==> run_1/clock_map.png <==
Bar = 20 um.
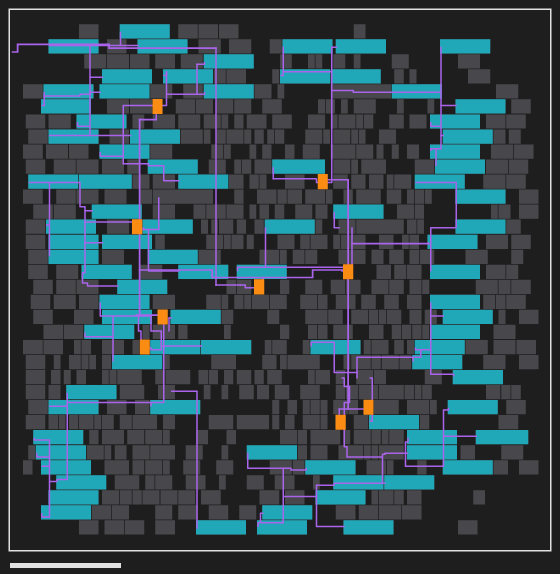
==> run_1/registers.png <==
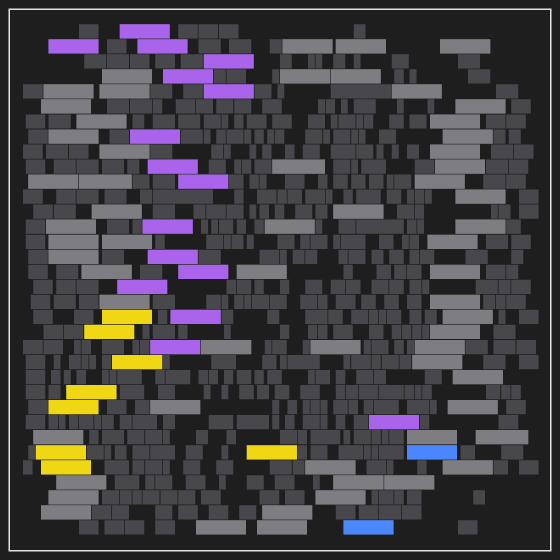
==> run_1/met4.png <==
Supply wires on this layer in grey.
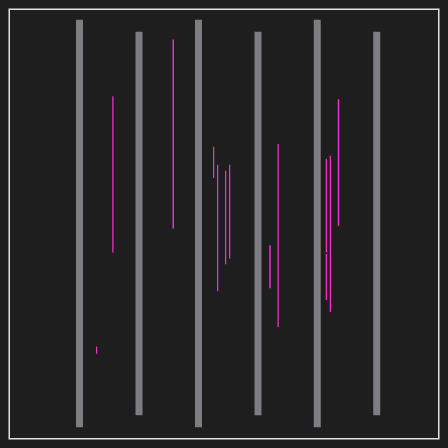
==> run_1/drive_strength.png <==
Bar = 20 um.
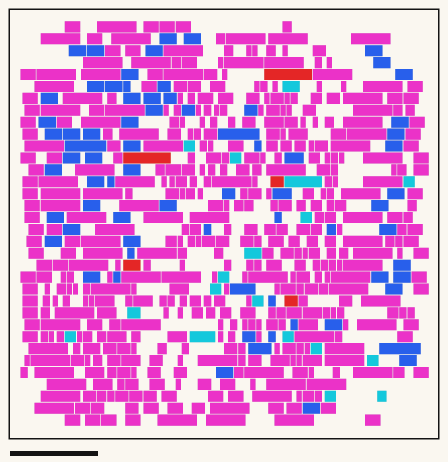
==> src/rtl/signal_sequencer.sv <==
// Burst pulse generator: programmable high/low lengths, pulses per burst,
// optional continuous repetition separated by a gap.
module signal_sequencer #(
    parameter int CNT_W = 16,
    parameter int NUM_W = 8
) (
    input  logic             clk,
    input  logic             rst,
    input  logic             cfg_valid,
    output logic             cfg_ready,
    input  logic [CNT_W-1:0] cfg_high,
    input  logic [CNT_W-1:0] cfg_low,
    input  logic [CNT_W-1:0] cfg_gap,
    input  logic [NUM_W-1:0] cfg_num,
    input  logic             cfg_cont,
    input  logic             start,
    input  logic             stop,
    output logic             signal,
    output logic             busy,
    output logic             done,
    output logic [NUM_W-1:0] pulse_idx
);

    typedef enum logic [1:0] {
        S_IDLE,
        S_HIGH,
        S_LOW,
        S_GAP
    } state_t;

    localparam logic [CNT_W-1:0] ONE = CNT_W'(1);

    state_t           r_state;
    logic [CNT_W-1:0] r_cnt;
    logic [CNT_W-1:0] r_high;
    logic [CNT_W-1:0] r_low;
    logic [CNT_W-1:0] r_gap;
    logic [NUM_W-1:0] r_num;
    logic             r_cont;
    logic             r_signal;
    logic             r_busy;
    logic             r_done;
    logic [NUM_W-1:0] r_pulse_idx;

    logic             w_load;
    logic [CNT_W-1:0] w_high_sel;
    logic [NUM_W-1:0] w_num_sel;
    logic [CNT_W-1:0] w_high_len;
    logic [CNT_W-1:0] w_low_len;
    logic [NUM_W-1:0] w_idx_inc;
    logic             w_last;
    logic             w_cnt_end;

    assign cfg_ready  = (r_state == S_IDLE);
    assign w_load     = cfg_valid && cfg_ready;

    // A start coinciding with a config write must see the new values.
    assign w_high_sel = w_load ? cfg_high : r_high;
    assign w_num_sel  = w_load ? cfg_num : r_num;
    assign w_high_len = (w_high_sel == '0) ? ONE : w_high_sel;
    assign w_low_len  = (r_low == '0) ? ONE : r_low;
    assign w_idx_inc  = r_pulse_idx + NUM_W'(1);
    assign w_last     = ({1'b0, r_pulse_idx} + (NUM_W+1)'(1)) >= {1'b0, r_num};
    assign w_cnt_end  = (r_cnt == ONE);

    assign signal     = r_signal;
    assign busy       = r_busy;
    assign done       = r_done;
    assign pulse_idx  = r_pulse_idx;

    always_ff @(posedge clk or posedge rst) begin
        if (rst) begin
            r_state     <= S_IDLE;
            r_cnt       <= ONE;
            r_high      <= ONE;
            r_low       <= ONE;
            r_gap       <= '0;
            r_num       <= '0;
            r_cont      <= 1'b0;
            r_signal    <= 1'b0;
            r_busy      <= 1'b0;
            r_done      <= 1'b0;
            r_pulse_idx <= '0;
        end else begin
            r_done <= 1'b0;
            if (w_load) begin
                r_high <= cfg_high;
                r_low  <= cfg_low;
                r_gap  <= cfg_gap;
                r_num  <= cfg_num;
                r_cont <= cfg_cont;
            end
            if (r_state == S_IDLE) begin
                if (start && !stop) begin
                    if (w_num_sel != '0) begin
                        r_state     <= S_HIGH;
                        r_cnt       <= w_high_len;
                        r_signal    <= 1'b1;
                        r_busy      <= 1'b1;
                        r_pulse_idx <= '0;
                    end else begin
                        r_done <= 1'b1;
                    end
                end
            end else if (stop) begin
                r_state  <= S_IDLE;
                r_signal <= 1'b0;
                r_busy   <= 1'b0;
            end else begin
                case (r_state)
                    S_HIGH: begin
                        if (w_cnt_end) begin
                            r_state  <= S_LOW;
                            r_cnt    <= w_low_len;
                            r_signal <= 1'b0;
                        end else begin
                            r_cnt <= r_cnt - ONE;
                        end
                    end
                    S_LOW: begin
                        if (!w_cnt_end) begin
                            r_cnt <= r_cnt - ONE;
                        end else if (!w_last) begin
                            r_state     <= S_HIGH;
                            r_cnt       <= w_high_len;
                            r_signal    <= 1'b1;
                            r_pulse_idx <= w_idx_inc;
                        end else if (!r_cont) begin
                            r_state     <= S_IDLE;
                            r_busy      <= 1'b0;
                            r_done      <= 1'b1;
                            r_pulse_idx <= w_idx_inc;
                        end else if (r_gap != '0) begin
                            r_state     <= S_GAP;
                            r_cnt       <= r_gap;
                            r_pulse_idx <= w_idx_inc;
                        end else begin
                            r_state     <= S_HIGH;
                            r_cnt       <= w_high_len;
                            r_signal    <= 1'b1;
                            r_pulse_idx <= '0;
                        end
                    end
                    S_GAP: begin
                        if (w_cnt_end) begin
                            r_state     <= S_HIGH;
                            r_cnt       <= w_high_len;
                            r_signal    <= 1'b1;
                            r_pulse_idx <= '0;
                        end else begin
                            r_cnt <= r_cnt - ONE;
                        end
                    end
                    default: ;
                endcase
            end
        end
    end

endmodule

==> config.mk <==
export PLATFORM = sky130hd
export DESIGN_NAME = signal_sequencer
export DESIGN_NICKNAME = d
export VERILOG_FILES = /design/src/rtl/signal_sequencer.sv
export SDC_FILE = /design/constraint.sdc
export NUM_CORES = 1
export LEC_CHECK = 0
export CORE_MARGIN = 2
export CORE_UTILIZATION = 57
export CTS_BUF_LIST = sky130_fd_sc_hd__clkbuf_2
export CTS_CLUSTER_DIAMETER = 120
export DETAILED_ROUTE_END_ITERATION = 8
export PLACE_DENSITY = 0.83
export SLEW_MARGIN = 20
export SYNTH_ARGS = -nofsm -noshare
export SYNTH_HDL_FRONTEND = slang
export SYNTH_SLANG_ARGS = --single-unit
==> constraint.sdc <==
create_clock -name clk -period 3.95 [get_ports clk]
set_clock_uncertainty 0.05 [all_clocks]
set_input_delay 0.5925 -clock clk [delete_from_list [all_inputs] [get_ports clk]]
set_output_delay 0.5925 -clock clk [all_outputs]
set_load 0.005 [all_outputs]
==> run notes, run 1 <==
Item: results of the latest flow run.

- The run finished with clean final reports.
- The cell area after layout is 5970 um^2.
- The mean number of vias per cell is 6.48.
- Per STA, the startpoint of the critical path is pulse_idx[0].
- Setup repair after global routing left no endpoint under its margin.
- Leaving out fill and tap cells, the most frequent cells in the layout are 83 x sky130_fd_sc_hd__dfrtp_1, 73 x sky130_fd_sc_hd__clkdlybuf4s50_1, 48 x sky130_fd_sc_hd__mux2_2.
- The worst stage delay on the critical path is 0.69 ns.
- The switching portion of total power comes to 0.435.
- The total power is 4.39 mW.
- The flow measured a signed area growth from synthesis to layout of 19.4%.
- The full die area is 9540 um^2.
- The number of global-route vias before repair is 4271.
- The power report puts the net switching power at 1.91 mW.
- The clock sink total is 86.
- The final standard cell count with taps included and fillers excluded is 675.
- Of the total power, the clock network draws 0.124.
- The post-route core utilization is 0.692.
- The global-route wire length before repair is 22100 um.
- The share of the core filled by cells before placement is 0.579.
- The yosys cell count is 494.
- Counting pins that exceed their max-slew limit in the final report gives 0.
- The maximum level of the CTS H-tree is 3.
- The via count is 4375.
- The headroom to the max-slew limit is 0.475.
- The number of gates resized after CTS was 0.
- Per the cell usage report, the commonest logic cell in the layout is sky130_fd_sc_hd__dfrtp_1.
- The share of cells above drive strength 1 is 0.168.
- STA puts the critical path data required time at 4.37 ns.
- STA lists the startpoint of the worst register-to-register path as pulse_idx[0].
- The cell with the biggest individual delay on the critical path is sky130_fd_sc_hd__o311a_1.
- The detail route stage leaves a number of antenna-violating nets equal to 0.
- The worst register-to-register path depth is 10.
- The wire length per cell after detailed routing is 20.3 um.
- Per the layout area report, the register area comes to 2160 um^2.
- The instance tally after logic synthesis is 494.
- The setup check on the worst reg-to-reg path leaves a slack of 0.67 ns.
- The core footprint is 8640 um^2.
Back to the opening pictures, clock_map.png:
cells driving clock nets: in orange, count 9. flip-flops: in cyan, count 86. clock wires: in purple, length 983 um.
There are 10 routed clock nets. Position of the flops: spread over the die.

Back to the opening pictures, registers.png:
`r_gap`: in purple, sequential cells 16. `r_state`: in blue, sequential cells 2. `r_num`: in yellow, sequential cells 8, where lower left.

Back to the opening pictures, met4.png:
The layer holds 2.2% of the routed length. 12 nets have wire on it. The layer carries 303 um of wire.

Back to the opening pictures, drive_strength.png:
drive 6 and up: in red, cells 5, share 0.88%. drive 1 or less: in magenta, cells 472, share 83%. drive 2: in blue, cells 72, share 13%. drive 3 to 4: in cyan, cells 18, share 3.2%.

==> run 1: Yosys cell counts (6+ instances only) <==
cell type	number	area share
sky130_fd_sc_hd__xnor2_1	12	0.021
sky130_fd_sc_hd__clkbuf_1	18	0.014
sky130_fd_sc_hd__a221o_1	8	0.016
sky130_fd_sc_hd__nand2_1	38	0.029
sky130_fd_sc_hd__nor4_1	18	0.023
sky130_fd_sc_hd__a31oi_1	10	0.013
sky130_fd_sc_hd__or4_1	7	0.011
sky130_fd_sc_hd__ha_1	15	0.038
sky130_fd_sc_hd__nand3_1	12	0.012
sky130_fd_sc_hd__a211oi_1	6	0.0090
sky130_fd_sc_hd__dfrtp_1	83	0.42
sky130_fd_sc_hd__nor3_1	8	0.0080
sky130_fd_sc_hd__a22o_1	8	0.014
sky130_fd_sc_hd__a21o_1	6	0.0090
sky130_fd_sc_hd__inv_1	23	0.017
sky130_fd_sc_hd__mux2_2	48	0.11
sky130_fd_sc_hd__a21oi_1	26	0.026
sky130_fd_sc_hd__nor2_1	29	0.022
sky130_fd_sc_hd__o21ai_0	24	0.024
==> run 1: power by group through the flow <==
stage / combinational, mW / clock, mW / sequential, mW
2_1_floorplan: 1.58 / 0 / 1.57
3_3_place_gp: 2.02 / 0 / 1.70
3_5_place_dp: 2.09 / 0 / 1.72
4_1_cts: 2.10 / 0.551 / 1.70
5_1_grt: 2.32 / 0.588 / 1.76
6_report: 2.13 / 0.546 / 1.71
==> run 1: through the flow <==
step                hold WS [ns]  setup WS [ns]
floorplan                  0.424           1.09
global placement           0.444          0.855
detailed placement         0.453          0.783
CTS                        0.507          0.708
global route               0.497          0.433
finish                     0.416          0.671
==> run 1: worst max-delay path: cells and delay by family (launching register included) <==
kind / cells / cell delay [ns]
AND-OR/OR-AND: 7 / 1.87
flip-flops: 1 / 0.53
XOR/XNOR: 1 / 0.22
adder cells (fa/ha/maj): 2 / 0.55
==> run 1: cell families (layout without fill, tap and decap cells) <==
group                      count (synthesis)  after routing  share of synthesized area
AOI/OAI and AO/OA                        132            132                      0.188
adders and majority gates                 15             15                     0.0375
and+or+nand+nor                          139            139                      0.149
buffers and inverters                     51            124                     0.0448
DFF                                       86             86                      0.431
xor gates and xnor gates                  17             17                     0.0298
muxes                                     54             54                      0.120
==> run 1: per-layer routing <==
layer,vias up,track usage,part of all wire
met3,31,0.0374,0.082
met5,-,0,0
li1,1985,-,-
met1,2134,0.432,0.44
met4,0,0.0929,0.022
met2,225,0.449,0.45
==> run 1: sequential cells by signal, summed over array words and instances, names as in the netlist <==
name / count
r_low: 16
r_high: 16
r_num: 8
r_cnt: 16
pulse_idx: 8
busy: 1
signal: 1
r_cont: 1
done: 1
r_state: 2
r_gap: 16
==> run 1: layout make-up <==
cell class	instances	area share
sequential	86	0.361
tap	108	0.0226
timing repair buffer	85	0.137
clock inverter	7	0.0172
inverter	23	0.0149
clock buffer	9	0.00754
multi-input combinational	357	0.439
## Run 2: what changed since run 1
==> constraint.sdc (replaced) <==
create_clock -name clk -period 3.35 [get_ports clk]
set_clock_uncertainty 0.05 [all_clocks]
set_input_delay 0.5025 -clock clk [delete_from_list [all_inputs] [get_ports clk]]
set_output_delay 0.5025 -clock clk [all_outputs]
set_load 0.005 [all_outputs]
==> run_2/final_clocks.png <==
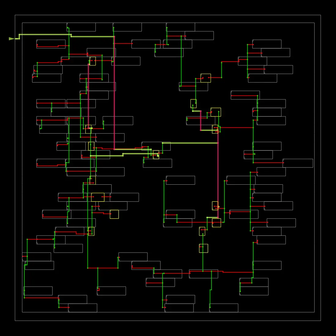
registers: 86
number of CTS-inserted buffers: 9

==> run_2/drive_strength.png <==
Bar = 20 um.
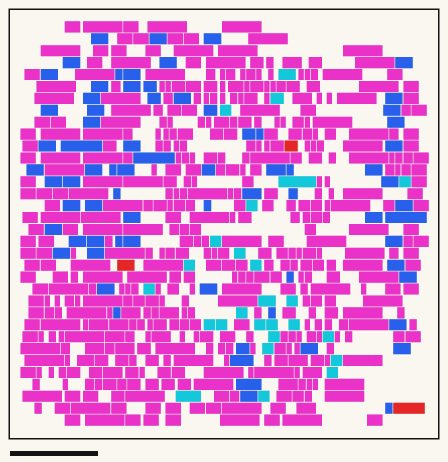
drive 6 and up: in red, cells 3, share 0.52%. drive 1 or less: in magenta, cells 472, share 82%. drive 3 to 4: in cyan, cells 26, share 4.5%. drive 2: in blue, cells 73, share 13%.

==> run notes, run 2 <==
Item: results of the latest flow run.

- The portion of synthesized cell area occupied by the leading cell type came to 0.415 (unchanged).
- The mean number of vias per cell was 6.46 (-0.39%).
- The share of the core filled by cells before placement was 0.579 (unchanged).
- The post-detailed-route count of antenna-violating nets was 0 (unchanged).
- The count of cells resized by post-cts repair is 0 (unchanged).
- The headroom to the max-slew limit is 0.595 (+0.121).
- The commonest cells after synthesis are 83 x sky130_fd_sc_hd__dfrtp_1, 48 x sky130_fd_sc_hd__mux2_2, 38 x sky130_fd_sc_hd__nand2_1.
- The required time of the critical path was 3.80 ns (-0.57 ns).
- The worst slack after detailed placement is 0.375 ns (-0.408 ns).
- The via count is 4403 (+0.64%).
- The post-route core utilization came to 0.694 (+0.00203).
- The instance tally after logic synthesis was 494 (unchanged).
- The minimum setup slack in the final design was 0.275 ns (-0.396 ns).
- The maximum level of the CTS H-tree is 3 (unchanged).
- The wire length per cell after detailed routing was 19.8 um (-2.4%).
- The total power was 5.07 mW (+15%).
- Setup repair after global routing left no endpoint under its margin.
- In this run the layout overhead on the synthesized area is reported as 19.7%.
- The global-route wire length before repair is 22300 um (+0.84%).
- The clock sink total is 86 (unchanged).
- The most common logic cells in the final layout are 83 x sky130_fd_sc_hd__dfrtp_1, 73 x sky130_fd_sc_hd__clkdlybuf4s50_1, 48 x sky130_fd_sc_hd__mux2_2.
- The synthesis report lists the most area-consuming cells as sky130_fd_sc_hd__dfrtp_1 42%, sky130_fd_sc_hd__mux2_2 11%, sky130_fd_sc_hd__ha_1 3.8%.
- The cell area after layout is 5990 um^2 (+0.29%).
- The yosys cell count is 494 (unchanged).
- The full die area is 9540 um^2 (unchanged).
- The number of global-route vias before repair is 4315 (+1.0%).
- The run finished with clean final reports.
==> run 2: cell types whose count changed in the layout (fill, tap and decap cells not counted) <==
| cell | before | now |
|---|---|---|
| sky130_fd_sc_hd__clkinvlp_4 | 0 | 3 |
| sky130_fd_sc_hd__buf_12 | 0 | 1 |
| sky130_fd_sc_hd__inv_4 | 1 | 0 |
| sky130_fd_sc_hd__inv_6 | 2 | 1 |
| sky130_fd_sc_hd__buf_4 | 12 | 18 |
| sky130_fd_sc_hd__bufinv_16 | 2 | 0 |
| sky130_fd_sc_hd__clkinv_2 | 1 | 2 |
==> run 2: layer usage <==
metal / part of all wire / global-route usage / up-vias / wire length (um)
met2: 0.45 / 0.447 / 239 / 6140
met1: 0.44 / 0.428 / 2128 / 5910
met3: 0.088 / 0.0489 / 30 / 1190
met4: 0.021 / 0.0972 / 0 / 278
li1: - / - / 2006 / -
met5: 0 / 0 / - / 0
==> run 2: worst max-delay path: stages (launching register included) <==
cell                      delay, ns
sky130_fd_sc_hd__dfrtp_1       0.54
sky130_fd_sc_hd__ha_1          0.26
sky130_fd_sc_hd__xor2_1        0.21
sky130_fd_sc_hd__ha_1          0.28
sky130_fd_sc_hd__a21o_1        0.16
sky130_fd_sc_hd__a31oi_1       0.14
sky130_fd_sc_hd__o31a_1        0.27
sky130_fd_sc_hd__a21o_1        0.45
sky130_fd_sc_hd__nor2_1        0.06
sky130_fd_sc_hd__or4_1         0.47
sky130_fd_sc_hd__a31oi_1       0.13
==> run 2: cell families after synthesis <==
family	Yosys count	share of synthesized area
and+or+nand+nor	139	0.149
AOI/OAI and AO/OA	132	0.188
DFF	86	0.431
muxes	54	0.120
buffers and inverters	51	0.0448
xor gates and xnor gates	17	0.0298
adders and majority gates	15	0.0375
==> run 2: where the power goes <==
group	switching [mW]	internal, mW
registers	0.479	1.53
logic	1.39	1.17
clock network	0.385	0.105
total	2.26	2.81
==> run 2: final cells by class <==
type,count,area (um^2),share of cell area
clock buffer,9,45.0,0.00752
clock inverter,7,56.3,0.00940
inverter,23,87.6,0.0146
multi-input combinational,357,2620,0.438
sequential,86,2160,0.360
tap,108,135,0.0226
timing repair buffer,92,886,0.148
==> run 2: worst paths after layout <==
| check | end | depth (start not counted) | startpoint | slack (ns) |
|---|---|---|---|---|
| worst min-delay path | r_state[1] | 3 | rst | 0.27 |
| max in group asynchronous | r_gap[13] | 3 | rst | 2.59 |
| worst max register to register | r_cnt[9] | 10 | pulse_idx[0] | 0.28 |
| worst min register to register | busy | 1 | busy | 0.51 |
| min in group clk | r_num[7] | 3 | cfg_num[7] | 0.46 |
| worst max-delay path | r_cnt[9] | 10 | pulse_idx[0] | 0.28 |
==> run 2: through the flow <==
stage,hold slack (ns),std cells
after CTS,0.272,682
after global placement,0.442,666
after detailed placement,0.445,666
after floorplan,0.424,494
final,0.268,682
after global routing,0.297,682
Power and IR drop assume default switching activity.
